**Run 1: PDN straps and rails**

Pins as bars on the die edge.
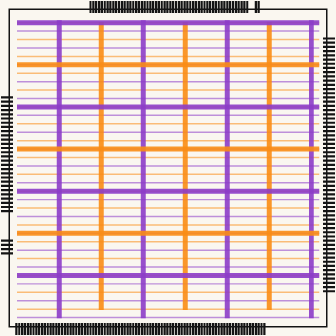
**Run 1: cell classes on the final placement**

Scale bar: 20 um.
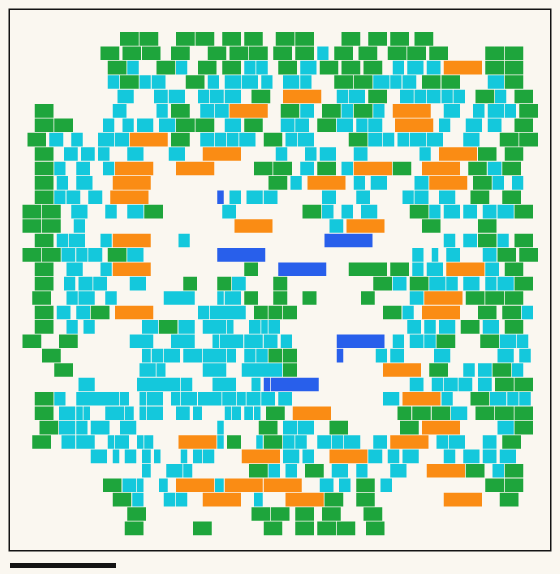
**Run 1: clock distribution**

Scale bar: 20 um.
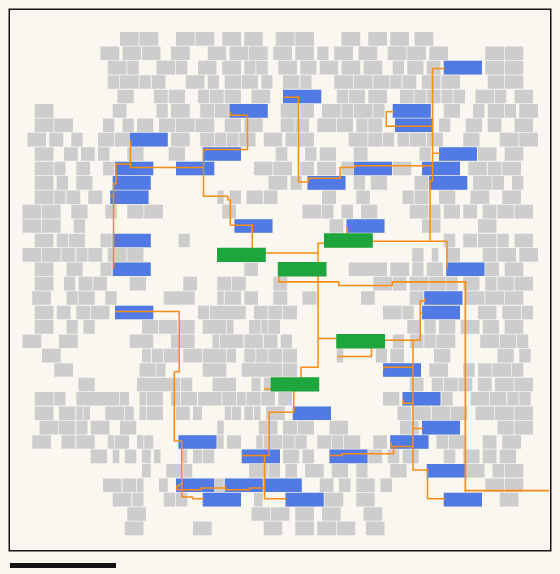
**Run 1: signal wires by layer**

Only two layers are drawn.
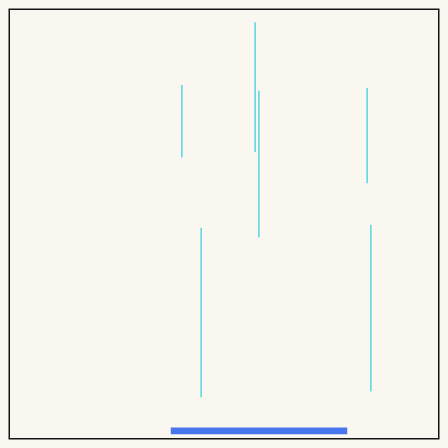
File: src/rtl/imem_arb_pkg.sv
// Shared defaults, FSM state type and pointer-width helper for the instruction memory arbiter.
package imem_arb_pkg;

    localparam int unsigned NUM_CORES_DEF  = 4;
    localparam int unsigned ADDR_WIDTH_DEF = 32;
    localparam int unsigned DATA_WIDTH_DEF = 32;

    // Round-robin pointer width for a given core count (at least 1 bit).
    function automatic int unsigned ptr_width(input int unsigned num_cores);
        return (num_cores > 1) ? $clog2(num_cores) : 1;
    endfunction

    localparam int unsigned PTR_WIDTH_DEF = ptr_width(NUM_CORES_DEF);

    typedef enum logic {
        IDLE  = 1'b0,
        SERVE = 1'b1
    } arb_state_e;

endpackage

File: src/rtl/imem_arbiter_if.sv
// Bus between the cores' IF stages, the arbiter and the instruction memory.
// Optional IMEM_ARB_PERF_EN adds the per-core stall counter bus.
interface imem_arbiter_if #(
    parameter int unsigned NUM_CORES  = imem_arb_pkg::NUM_CORES_DEF,
    parameter int unsigned ADDR_WIDTH = imem_arb_pkg::ADDR_WIDTH_DEF,
    parameter int unsigned DATA_WIDTH = imem_arb_pkg::DATA_WIDTH_DEF
) ();

    logic [NUM_CORES-1:0]            Core_Enable;
    logic [NUM_CORES-1:0]            Req;
    logic [NUM_CORES*ADDR_WIDTH-1:0] PC;
    logic [ADDR_WIDTH-1:0]           Mem_Address;
    logic [DATA_WIDTH-1:0]           Mem_Instruction;
    logic [NUM_CORES-1:0]            Resp_Valid;
    logic [DATA_WIDTH-1:0]           Instruction;
    logic                            Busy;
`ifdef IMEM_ARB_PERF_EN
    logic [NUM_CORES*32-1:0]         Perf_Stall_Count;
`endif

    // Cores and memory side.
    modport master (
        output Core_Enable, Req, PC, Mem_Instruction,
`ifdef IMEM_ARB_PERF_EN
        input  Perf_Stall_Count,
`endif
        input  Mem_Address, Resp_Valid, Instruction, Busy
    );

    // Arbiter side.
    modport slave (
        input  Core_Enable, Req, PC, Mem_Instruction,
`ifdef IMEM_ARB_PERF_EN
        output Perf_Stall_Count,
`endif
        output Mem_Address, Resp_Valid, Instruction, Busy
    );

endinterface

File: src/rtl/imem_arbiter_rr_priority_picker.sv
// Combinational round-robin picker: first set bit of eligible_i at or above ptr_i, wrapping.
module rr_priority_picker #(
    parameter int unsigned NUM_CORES = imem_arb_pkg::NUM_CORES_DEF,
    parameter int unsigned PTR_WIDTH = imem_arb_pkg::ptr_width(NUM_CORES)
) (
    input  logic [NUM_CORES-1:0] eligible_i,
    input  logic [PTR_WIDTH-1:0] ptr_i,
    output logic [NUM_CORES-1:0] winner_oh_o,
    output logic [PTR_WIDTH-1:0] winner_idx_o,
    output logic                 any_o
);

    logic [PTR_WIDTH-1:0] cand;

    // Scan NUM_CORES positions starting from the pointer; first hit wins.
    always_comb begin
        winner_oh_o  = '0;
        winner_idx_o = '0;
        any_o        = 1'b0;
        cand         = '0;
        for (int i = 0; i < int'(NUM_CORES); i++) begin
            cand = PTR_WIDTH'((int'(ptr_i) + i) % int'(NUM_CORES));
            if (!any_o && eligible_i[cand]) begin
                any_o              = 1'b1;
                winner_idx_o       = cand;
                winner_oh_o[cand]  = 1'b1;
            end
        end
    end

endmodule

File: src/rtl/imem_arbiter.sv
// Round-robin instruction memory arbiter: one grant per cycle, registered address,
// response valid one cycle after the winning edge.
// Optional IMEM_ARB_PERF_EN adds saturating per-core stall counters.
module imem_arbiter
    import imem_arb_pkg::*;
#(
    parameter int unsigned NUM_CORES  = NUM_CORES_DEF,
    parameter int unsigned ADDR_WIDTH = ADDR_WIDTH_DEF,
    parameter int unsigned DATA_WIDTH = DATA_WIDTH_DEF
) (
    input  logic          Clk,
    input  logic          Rst,
    imem_arbiter_if.slave bus
);

    localparam int unsigned PtrW = ptr_width(NUM_CORES);

    arb_state_e            state_q, state_d;
    logic [NUM_CORES-1:0]  grant_q, grant_d;
    logic [ADDR_WIDTH-1:0] addr_q,  addr_d;
    logic [PtrW-1:0]       ptr_q,   ptr_d;

    logic [NUM_CORES-1:0]  eligible;
    logic [NUM_CORES-1:0]  win_oh;
    logic [PtrW-1:0]       win_idx;
    logic                  win_any;

    assign eligible = bus.Req & bus.Core_Enable;

    rr_priority_picker #(
        .NUM_CORES (NUM_CORES),
        .PTR_WIDTH (PtrW)
    ) u_picker (
        .eligible_i   (eligible),
        .ptr_i        (ptr_q),
        .winner_oh_o  (win_oh),
        .winner_idx_o (win_idx),
        .any_o        (win_any)
    );

    // Next-state: grant the winner and latch its PC, or drop to idle holding address/pointer.
    always_comb begin
        state_d = state_q;
        grant_d = grant_q;
        addr_d  = addr_q;
        ptr_d   = ptr_q;
        if (win_any) begin
            state_d = SERVE;
            grant_d = win_oh;
            for (int i = 0; i < int'(NUM_CORES); i++) begin
                if (win_oh[i]) addr_d = bus.PC[i*ADDR_WIDTH +: ADDR_WIDTH];
            end
            ptr_d = (win_idx == PtrW'(NUM_CORES - 1)) ? '0 : win_idx + 1'b1;
        end else begin
            state_d = IDLE;
            grant_d = '0;
        end
    end

    // Arbitration state register with synchronous reset.
    always_ff @(posedge Clk) begin
        if (Rst) begin
            state_q <= IDLE;
            grant_q <= '0;
            addr_q  <= '0;
            ptr_q   <= '0;
        end else begin
            state_q <= state_d;
            grant_q <= grant_d;
            addr_q  <= addr_d;
            ptr_q   <= ptr_d;
        end
    end

    assign bus.Mem_Address = addr_q;
    assign bus.Resp_Valid  = grant_q;
    assign bus.Instruction = bus.Mem_Instruction;
    assign bus.Busy        = (state_q == SERVE);

`ifdef IMEM_ARB_PERF_EN
    logic [NUM_CORES-1:0][31:0] stall_cnt_q, stall_cnt_d;

    // Count cycles each core is eligible but loses, saturating at all-ones.
    always_comb begin
        stall_cnt_d = stall_cnt_q;
        for (int i = 0; i < int'(NUM_CORES); i++) begin
            if (eligible[i] && !win_oh[i] && (stall_cnt_q[i] != 32'hFFFF_FFFF)) begin
                stall_cnt_d[i] = stall_cnt_q[i] + 32'd1;
            end
        end
    end

    // Stall counter register.
    always_ff @(posedge Clk) begin
        if (Rst) stall_cnt_q <= '0;
        else     stall_cnt_q <= stall_cnt_d;
    end

    assign bus.Perf_Stall_Count = stall_cnt_q;
`endif

endmodule
File: src/flat_wrapper.sv
// flat-port wrapper written by rule: the top's interface ports become plain ports
module imem_arbiter_flat import imem_arb_pkg::*;
#(
    parameter int unsigned NUM_CORES  = NUM_CORES_DEF,
    parameter int unsigned ADDR_WIDTH = ADDR_WIDTH_DEF,
    parameter int unsigned DATA_WIDTH = DATA_WIDTH_DEF
)
  (Clk, Rst, bus_Core_Enable, bus_Req, bus_PC, bus_Mem_Instruction, bus_Mem_Address, bus_Resp_Valid, bus_Instruction, bus_Busy);
  imem_arbiter_if #(.NUM_CORES(NUM_CORES), .ADDR_WIDTH(ADDR_WIDTH), .DATA_WIDTH(DATA_WIDTH)) bus_i ();
  input  logic Clk;
  input  logic Rst;
  input wire logic [$bits(bus_i.Core_Enable)-1:0] bus_Core_Enable;
  input wire logic [$bits(bus_i.Req)-1:0] bus_Req;
  input wire logic [$bits(bus_i.PC)-1:0] bus_PC;
  input wire logic [$bits(bus_i.Mem_Instruction)-1:0] bus_Mem_Instruction;
  output wire logic [$bits(bus_i.Mem_Address)-1:0] bus_Mem_Address;
  output wire logic [$bits(bus_i.Resp_Valid)-1:0] bus_Resp_Valid;
  output wire logic [$bits(bus_i.Instruction)-1:0] bus_Instruction;
  output wire logic [$bits(bus_i.Busy)-1:0] bus_Busy;
  assign bus_i.Core_Enable = bus_Core_Enable;
  assign bus_i.Req = bus_Req;
  assign bus_i.PC = bus_PC;
  assign bus_i.Mem_Instruction = bus_Mem_Instruction;
  assign bus_Mem_Address = bus_i.Mem_Address;
  assign bus_Resp_Valid = bus_i.Resp_Valid;
  assign bus_Instruction = bus_i.Instruction;
  assign bus_Busy = bus_i.Busy;
  imem_arbiter #(.NUM_CORES(NUM_CORES), .ADDR_WIDTH(ADDR_WIDTH), .DATA_WIDTH(DATA_WIDTH)) u_core (.Clk(Clk), .Rst(Rst), .bus(bus_i));
endmodule
File: config.mk
export PLATFORM = sky130hd
export DESIGN_NAME = imem_arbiter_flat
export DESIGN_NICKNAME = d
export VERILOG_FILES = /design/src/rtl/imem_arb_pkg.sv /design/src/rtl/imem_arbiter_if.sv /design/src/rtl/imem_arbiter_rr_priority_picker.sv /design/src/rtl/imem_arbiter.sv /design/src/flat_wrapper.sv
export SDC_FILE = /design/constraint.sdc
export NUM_CORES = 1
export LEC_CHECK = 0
export CAP_MARGIN = 20
export CORE_MARGIN = 2
export CORE_UTILIZATION = 37
export CTS_BUF_LIST = sky130_fd_sc_hd__clkbuf_16
export DETAILED_ROUTE_END_ITERATION = 10
export PLACE_DENSITY = 0.83
export REMOVE_ABC_BUFFERS = 1
export SLEW_MARGIN = 25
export SYNTH_ARGS = -nofsm -noshare
export SYNTH_HDL_FRONTEND = slang
export SYNTH_SLANG_ARGS = --single-unit
File: constraint.sdc
create_clock -name Clk -period 4.3 [get_ports Clk]
set_clock_uncertainty 0.15 [all_clocks]
set_input_delay 0.645 -clock Clk [delete_from_list [all_inputs] [get_ports Clk]]
set_output_delay 0.645 -clock Clk [all_outputs]
set_load 0.005 [all_outputs]
==> results.toml, run 1 <==
# flow metrics
[power]
finalPower_mw = 3.41
powerClk_mw = 0.348
p_switching_mw = 1.61
p_leak_nw = 1.90
p_int_mw = 1.79
power_density_mw_per_mm2 = 643

[setup_path]
worstPathArrival_ns = 3.87
r2r_setup_slack_ns = 0.48
worstRegToRegCells = 10
startpoint = "u_core.ptr_q[1]"
crit_chain = "inv_1, ha_1, and4b_1, a32oi_1, a21oi_1, o21ai_4, nand4_1, or3_1, buf_12, a31oi_1"
crit_cells = 10

[place]
dp.final_hpwl_um = 10300
dp_cells = 677

[clocking]
numCtsBuffers = 5
cts_sinks = 39
hold_buffers = 0
cts_tree = "built"

[run_status]
status = "complete, no violations"

[synthesis]
synth_stat.cells = 442
synth_area_mm2 = 0.00355
edf_count = 0
ys_sh_adder_pct = 2.82
yosys.stat.seqShare_pct = 22.0
ys_top_logic_family = "AND-OR/OR-AND gates"
flop_cell = "dfxtp_1"

[global_route]
use_met3_pct = 9.64
grt_busiest_layer = "met2"
use_met2_pct = 41.4

[drt]
viasPerCell = 6.15

[timing]
hold_viol_final = 0
period_used_pct = 88.9
max_slew.worst_pin.slew_ns = 0.972
setup_slack_ns = 0.478
fmax_ghz = 0.262
setup_tns_ns = 0

[floorplan]
nWellTaps = 129

[run]
cap_violations = 0
warnings = 32

[min_path]
worstHoldPathCells = 2
-- 'PDN straps and rails' (at the start) --
- VDD: orange
- VSS: purple
- met4 straps: 7
- signal pins: 239

-- 'cell classes on the final placement' (at the start) --
- other buffers and delay cells: green (cells 191; share of their area 37%)
- flip-flops: orange (cells 39; share of their area 15%)
- clock drivers and dummy loads: blue (cells 8; share of their area 2.7%)
- all other logic: cyan (cells 318; share of their area 46%)
Std-Cell Rows: 35
final instance area: 0.00530 mm^2
Seq/total area: 14.7%
core area: 0.00928 mm^2
Final Util: 57.1%

-- 'clock distribution' (at the start) --
- cells driving clock nets: green (count 5)
- clock wires: orange (length 569 um)
- flip-flops: blue (count 39)
- routed clock nets: 6

-- 'signal wires by layer' (at the start) --
- met4: cyan (wire length 184 um)
- met5: blue (wire length 40.5 um)
Routed wire per std cell: 21.0 um
DR vias: 4214
Total Routed Length: 14400 um

==> run 2: changes to the inputs <==
--- a/config.mk
+++ b/config.mk
@@ -5,7 +5,6 @@
 export SDC_FILE = /design/constraint.sdc
 export NUM_CORES = 1
 export LEC_CHECK = 0
-export CAP_MARGIN = 20
 export CORE_MARGIN = 2
 export CORE_UTILIZATION = 37
 export CTS_BUF_LIST = sky130_fd_sc_hd__clkbuf_16
==> run 2 against run 1 <==
Net effect:
- non-clock buffer count did not move
- maximum frequency unchanged
- count of clock-buffer cells in the layout stayed put
- register-to-register slack about the same
- via count is the same
- synthesized cell count stayed put
==> results.toml, run 2 <==
# flow metrics
[synthesis]
edf_count = 0
flop_cell = "dfxtp_1"
synth_area_mm2 = 0.00355
ys_top_logic_family = "AND-OR/OR-AND gates"
synth_stat.cells = 442

[timing]
setup_tns_ns = 0
hold_viol_final = 0
setup_slack_ns = 0.478
period_used_pct = 88.9

[run_status]
status = "complete, no violations"

[cells_and_area]
sh_seq_area_pct = 14.7

[run]
warnings = 32

[power]
powerClk_mw = 0.348
p_switching_mw = 1.61
power_density_mw_per_mm2 = 643

[clocking]
hold_buffers = 0
cts_tree = "built"

[drt]
dr_total_vias = 4214
routedWlPerCell_um = 21.0

[global_route]
grt_busiest_layer = "met2"
use_met3_pct = 9.64

[floorplan]
core_area_mm2 = 0.00928

[min_path]
worstHoldPathCells = 2

[setup_path]
worstRegToRegCells = 10
crit_cells = 10
r2r_setup_slack_ns = 0.48

[place]
dp.final_hpwl_um = 10300
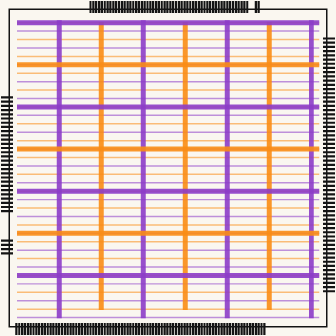
**Above:** run 2 (PDN straps and rails).
Pins as bars on the die edge.
- VDD: orange
- VSS: purple
- signal pins: 239
- rows: 35
- met5 straps: 7
- met4 straps: 7

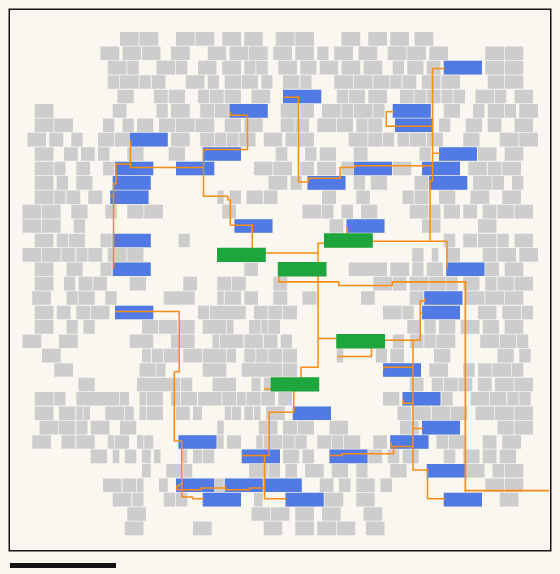
**Above:** run 2 (clock distribution).
Scale bar: 20 um.
- flip-flops: blue (count 39)
- clock wires: orange (length 569 um)
- cells driving clock nets: green (count 5)
- routed clock nets: 6

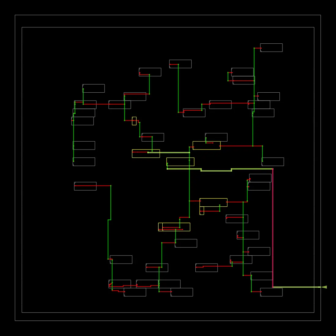
**Above:** run 2 (clock wiring as the flow saved it).
total CTS buffers: 5
clk ins delay skew pair: 0.27 ns
flop count: 39

